Figure 1. The clock network.
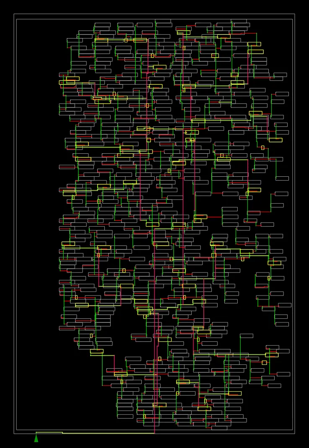
Figure 2. Sequential cells grouped by signal name.
Scale bar: 50 um. Other sequential cells in the stronger grey, the rest of the logic in the fainter grey.
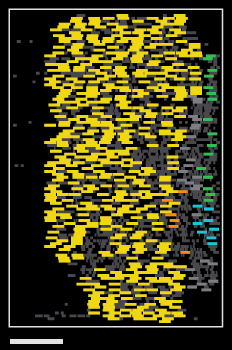
Figure 3. The metal 1 layer.
Scale bar: 50 um.
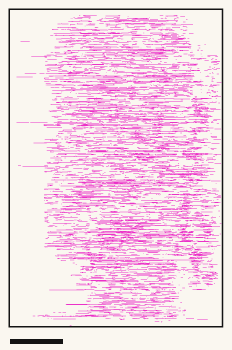
### src/rtl/instr_feeder.sv
// Instruction feeder: steps through a small program memory and hands each word to a processor,
// with Run/Done handshaking, an mvi immediate fetch, a completion timeout and a halt marker.
`timescale 1ns / 1ps

module instr_feeder #(
  parameter int unsigned DEPTH     = 32,
  parameter int unsigned TIMEOUT   = 15,
  parameter logic [15:0] HALT_WORD = 16'hFFFF,
  localparam int unsigned PcWidth  = $clog2(DEPTH),
  localparam int unsigned TmWidth  = $clog2(TIMEOUT + 1)
) (
  input  logic               Clock,
  input  logic               Resetn,
  input  logic               Start,
  input  logic               LoadEn,
  input  logic [PcWidth-1:0] LoadAddr,
  input  logic [15:0]        LoadData,
  input  logic               Done,
  input  logic [15:0]        BusWires,
  output logic [15:0]        DIN,
  output logic               Run,
  output logic [PcWidth-1:0] PC,
  output logic [15:0]        Result,
  output logic [7:0]         InstrCount,
  output logic               Busy,
  output logic               Finished,
  output logic               Error
);

  localparam int unsigned PcW1 = PcWidth + 1;
  localparam logic [PcWidth:0] LastPc = PcW1'(DEPTH - 1);
  localparam logic [TmWidth-1:0] TimeoutVal = TmWidth'(TIMEOUT);

  typedef enum logic [2:0] {StIdle, StIssue, StWait, StHalt, StError} state_e;

  state_e state_q, state_d;

  logic [15:0] mem [DEPTH];

  // Extra MSB lets the counter step past the last word so the end of memory can be detected.
  logic [PcWidth:0]   pc_q, pc_d;
  logic [15:0]        instr_q, instr_d;
  logic [15:0]        result_q, result_d;
  logic [7:0]         count_q, count_d;
  logic [TmWidth-1:0] timer_q, timer_d;
  logic               imm_q, imm_d;
  logic               finished_q, finished_d;
  logic               error_q, error_d;

  logic               in_range;
  logic [15:0]        cur_word;
  logic [PcWidth:0]   pc_adv;
  logic [TmWidth-1:0] timer_inc;
  logic               idle_like;
  logic               mem_we;

  assign in_range  = (pc_q <= LastPc);
  assign cur_word  = in_range ? mem[pc_q[PcWidth-1:0]] : 16'h0000;
  assign pc_adv    = pc_q + {{PcWidth{1'b0}}, imm_q};
  assign timer_inc = timer_q + 1'b1;
  assign idle_like = (state_q == StIdle) || (state_q == StHalt) || (state_q == StError);
  assign mem_we    = LoadEn && idle_like;

  // Program memory keeps its contents through reset.
  always_ff @(posedge Clock) begin
    if (mem_we) begin
      mem[LoadAddr] <= LoadData;
    end
  end

  always_ff @(posedge Clock or negedge Resetn) begin
    if (!Resetn) begin
      state_q    <= StIdle;
      pc_q       <= '0;
      instr_q    <= '0;
      result_q   <= '0;
      count_q    <= '0;
      timer_q    <= '0;
      imm_q      <= 1'b0;
      finished_q <= 1'b0;
      error_q    <= 1'b0;
    end else begin
      state_q    <= state_d;
      pc_q       <= pc_d;
      instr_q    <= instr_d;
      result_q   <= result_d;
      count_q    <= count_d;
      timer_q    <= timer_d;
      imm_q      <= imm_d;
      finished_q <= finished_d;
      error_q    <= error_d;
    end
  end

  always_comb begin
    state_d    = state_q;
    pc_d       = pc_q;
    instr_d    = instr_q;
    result_d   = result_q;
    count_d    = count_q;
    timer_d    = timer_q;
    imm_d      = imm_q;
    finished_d = finished_q;
    error_d    = error_q;
    case (state_q)
      StIdle, StHalt, StError: begin
        if (Start) begin
          state_d    = StIssue;
          pc_d       = '0;
          count_d    = '0;
          timer_d    = '0;
          imm_d      = 1'b0;
          finished_d = 1'b0;
          error_d    = 1'b0;
        end
      end
      StIssue: begin
        if (!in_range || cur_word == HALT_WORD) begin
          state_d    = StHalt;
          finished_d = 1'b1;
        end else begin
          state_d = StWait;
          instr_d = cur_word;
          imm_d   = (cur_word[8:6] == 3'b111);
          pc_d    = pc_q + 1'b1;
          timer_d = '0;
        end
      end
      StWait: begin
        if (Done) begin
          result_d = BusWires;
          count_d  = count_q + 8'd1;
          imm_d    = 1'b0;
          pc_d     = pc_adv;
          if (pc_adv > LastPc) begin
            state_d    = StHalt;
            finished_d = 1'b1;
          end else begin
            state_d = StIssue;
          end
        end else begin
          timer_d = timer_inc;
          if (timer_inc == TimeoutVal) begin
            state_d = StError;
            error_d = 1'b1;
          end
        end
      end
      default: state_d = StIdle;
    endcase
  end

  always_comb begin
    Run  = 1'b0;
    DIN  = 16'h0000;
    Busy = 1'b0;
    case (state_q)
      StIssue: begin
        Busy = 1'b1;
        if (in_range && cur_word != HALT_WORD) begin
          Run = 1'b1;
          DIN = cur_word;
        end
      end
      // An mvi leaves the immediate word at the current address on DIN.
      StWait: begin
        Busy = 1'b1;
        DIN  = imm_q ? cur_word : instr_q;
      end
      default: ;
    endcase
  end

  assign PC         = pc_q[PcWidth-1:0];
  assign Result     = result_q;
  assign InstrCount = count_q;
  assign Finished   = finished_q;
  assign Error      = error_q;

endmodule

### config.mk
export PLATFORM = sky130hd
export DESIGN_NAME = instr_feeder
export DESIGN_NICKNAME = d
export VERILOG_FILES = /design/src/rtl/instr_feeder.sv
export SDC_FILE = /design/constraint.sdc
export NUM_CORES = 1
export LEC_CHECK = 0
export CAP_MARGIN = 5
export CORE_ASPECT_RATIO = 1.5
export CORE_MARGIN = 1.5
export CORE_UTILIZATION = 40
export DETAILED_ROUTE_END_ITERATION = 10
export GPL_ROUTABILITY_DRIVEN = 1
export PLACE_DENSITY_LB_ADDON = 0.25
export SYNTH_ARGS = -nofsm -noshare
export SYNTH_HDL_FRONTEND = slang
export SYNTH_SLANG_ARGS = --single-unit
### constraint.sdc
create_clock -name Clock -period 3.5 [get_ports Clock]
set_input_delay 1.05 -clock Clock [delete_from_list [all_inputs] [get_ports Clock]]
set_output_delay 1.05 -clock Clock [all_outputs]
set_load 0.005 [all_outputs]
==> impl_metrics.ini <==
; synthesis and place-and-route metrics
[timing]
min_period_ps = 4750
tightest_slew_ps = 1090
fmax_ghz = 0.211
fin_ws_ps = -1250
whs_ps = 454
rsz0062_at_grt = yes
drv_slew = 0
finalHoldViolations = 0
max_slew_margin_pct = 26.6
post-route-period-util_pct = 136
setup_violations = 17
final.setup_skew_ps = 29.8
fin_tns_setup_ps = -20580

[placement]
gp_congestion = 0.814
hpwl_mm = 39.5
place_inst = 2250
post_dp_cell_area_sq_um = 26400
io_buffer_count = 90

[synth]
synth_area_sq_um = 23100
ys_cells = 1261
async_flop_share_pct = 9.86
yosys-top-cells-count = edfxtp_1 (512), mux4_2 (83), nor2_1 (69)
synth.distinct_cells = 76
yosysChipArea_sq_um = 23100
yosys.area.top_type_share_pct = 66.5
synth.area.top_cells = edfxtp_1 (66%), mux4_2 (8.1%), dfrtp_1 (6.1%)
ys_warn_count = 0
synth_top_cell_by_area = edfxtp_1
yosysMostFrequentCell = edfxtp_1
edf_count = 512
ff_type = edfxtp_1
synth_cells = 1261
synth_nets = 1309
ys_seq_share_pct = 72.5
ys_ff = 568
synth_area_per_cell_sq_um = 18.3

[clock_network]
cts_max_level = 2
clk_pin_slew_ps = 60
clock_path_buffers = 3
clock-sinks = 568
cts_tree = done
cts_root_buf = clkbuf_16

[drt]
wl_per_cell_um = 25.1
vias = 13100
wirelength_mm = 60.0
drt_iter0_markers = 1044
dr.pass1.iters = 7
drc_errors = 0
antenna_left = 0
vias_per_cell = 5.47

[setup_path]
critPathArrivalTime_ps = 3700
slowest_delay_ps = 540
critPathCaptureType = primary output
crit_type = reg2out
reg2reg_depth = 18
critPathRequiredTime_ps = 2450
start_kind = flip-flop
cp_cell_sequence = buf_12 -> buf_12 -> buf_12 -> buf_4 -> buf_4 -> mux2i_1 -> o221a_2 -> a31oi_4 -> nand4_1 -> and4bb_2 -> nand4_4 -> nand2_8 -> buf_6 -> clkbuf_16 -> o22ai_2 -> buf_2
reg2reg_slack_ps = 60
cpMostUsedCell = buf_12
r2r-end = instr_q[6]
slowest_stage = dfrtp_4
r2r_start = pc_q[0]
crit_start = pc_q[0]
cp-endpoint = DIN[15]
crit_fanout = 7

[cells_and_area]
final_net_count = 1632
layout-drive-gt1-share_pct = 34.5
fin_util_pct = 50.5
diodes = 0
final_cell_count_no_fill = 2388
areaGrowthSynthToFinish_pct = 24.6
fin_area_sq_um = 28800

[power_and_ir_drop]
switching_share_pct = 30.4
power_frac_seq_pct = 35.9
power_frac_comb_pct = 38.5
clockPowerShare_pct = 25.6
max-vdd-ir-drop_mv = 0.384
powerDensity_nw_per_um2 = 765
power.internal_w = 0.0153
netSwitchingPower_w = 0.00669
leakage_nw = 10.1

[floorplan]
num_io_pins = 91
core-area_sq_um = 57000
fp-utilization_pct = 40.6
die_h_um = 298
die_w_um = 199
die_area_sq_um = 59300
fp-row-count = 107

[grt]
grt_overflow = 0
grt_max_degree = 33
grtUsageTotal_pct = 20.4
grt_pass1_wl_mm = 88.3
antenna_found_initial = 0
grt_pass1_vias = 13500

[outcome]
status = complete, but fails checks
violations = setup timing

[flow_run]
maxCapViolCount = 0
tool_warnings = 30

[worst_hold_path]
min_path_type = in2async
About Figure 1:
Clock Power: 0.00564 W
registers: 568
Clk Latency, worst-skew pair: 600 ps
CTS buffer count: 50

About Figure 2:
| colour | signal | flops |
|---|---|---|
| yellow | mem | 512 |
| orange | pc_q | 6 |
| cyan | InstrCount | 8 |
| green | Result | 16 |
not coloured: 26

About Figure 3:
longest straight run: 92.5 um
main direction: horizontal
nets with wire on the layer: 1543
wire length on this layer: 23.1 mm

[cell type report]
type,count,area [sq um]
well taps,763,955
clock inverters,34,364
clock buffers,59,1320
repair buffers,347,3220
inverters,10,40.0
multi-input cells,607,6130
flip-flops and latches,568,16800
fillers,4720,28200
[cell families after synthesis]
| logic type | after synthesis | synth area share [%] |
|---|---|---|
| AND-OR/OR-AND | 188 | 5.55 |
| XOR/XNOR | 9 | 0.341 |
| adder cells (fa/ha/maj) | 6 | 0.325 |
| buffers and inverters | 87 | 2.52 |
| flip-flops | 568 | 72.5 |
| multiplexers | 197 | 14.2 |
| AND/OR/NAND/NOR | 206 | 4.54 |
[how the worst min path moves through the flow]
stage | from | endpoint | slack (ps) | cells after the start
2_1_floorplan | instr_q[1] | instr_q[1] | 460 | 1
3_3_place_gp | instr_q[1] | instr_q[1] | 470 | 1
3_5_place_dp | instr_q[1] | instr_q[1] | 480 | 1
4_1_cts | Resetn | instr_q[13] | 450 | 1
5_1_grt | Resetn | instr_q[13] | 490 | 1
6_report | Resetn | instr_q[13] | 450 | 1
[worst max-delay path: cells and delay by family (launching register included)]
family / cells / cell delay (ps)
flops: 1 / 540
compound gates: 3 / 540
simple gates: 4 / 770
mux: 1 / 120
buf+inv: 8 / 1130
[metrics by stage]
stage          total power, W  setup WS, ps
4_1_cts                0.0219         -1230
3_3_place_gp           0.0155         -1110
6_report               0.0220         -1250
5_1_grt                0.0230         -1350
3_5_place_dp           0.0156         -1120
2_1_floorplan          0.0124         -67.7
[per-layer routing]
| layer | GRT usage [%] | up-vias | wire (um) |
|---|---|---|---|
| li1 | - | 5746 | - |
| met1 | 24.9 | 6801 | 23100 |
| met2 | 36.6 | 414 | 32000 |
| met3 | 3.21 | 91 | 3290 |
| met4 | 6.34 | 0 | 1670 |
| met5 | 0 | - | 0 |
[state kept, by name (all words and copies together), names as in the netlist]
name and count:
mem 512, Result 16, instr_q 16, InstrCount 8, pc_q 6, timer_q 4, state_q 3, Error 1
Finished 1, imm_q 1
[cells in the final DEF, fill, tap and decap left out, types with 35 or more instances in the layout]
cell             Yosys  routed
dfrtp_1             56      54
nand2_1             50      47
clkbuf_16            0      51
mux4_2              83      90
mux2i_1             67      66
clkdlybuf4s50_1      0      72
nor2_1              69      63
o21ai_0             43      35
edfxtp_1           512     512
buf_4               11     213
[what timing repair did]
action | 4_1_cts | 5_1_grt
cloned | 4 | 2
setup endpoints to repair | 19 | 20
gates resized | 129 | 21
pin swaps | 22 | 14
hold buffers | 0 | 0
setup buffers | 24 | 23
[power groups by stage]
stage	combinational [W]	clock, W	sequential (W)
after floorplan	0.00442	0	0.00801
after global placement	0.00749	0	0.00804
after detailed placement	0.00754	0	0.00806
after CTS	0.00817	0.00576	0.00793
after global routing	0.00906	0.00599	0.00794
final	0.00850	0.00564	0.00791
Power is estimated from default activity; no workload was simulated.
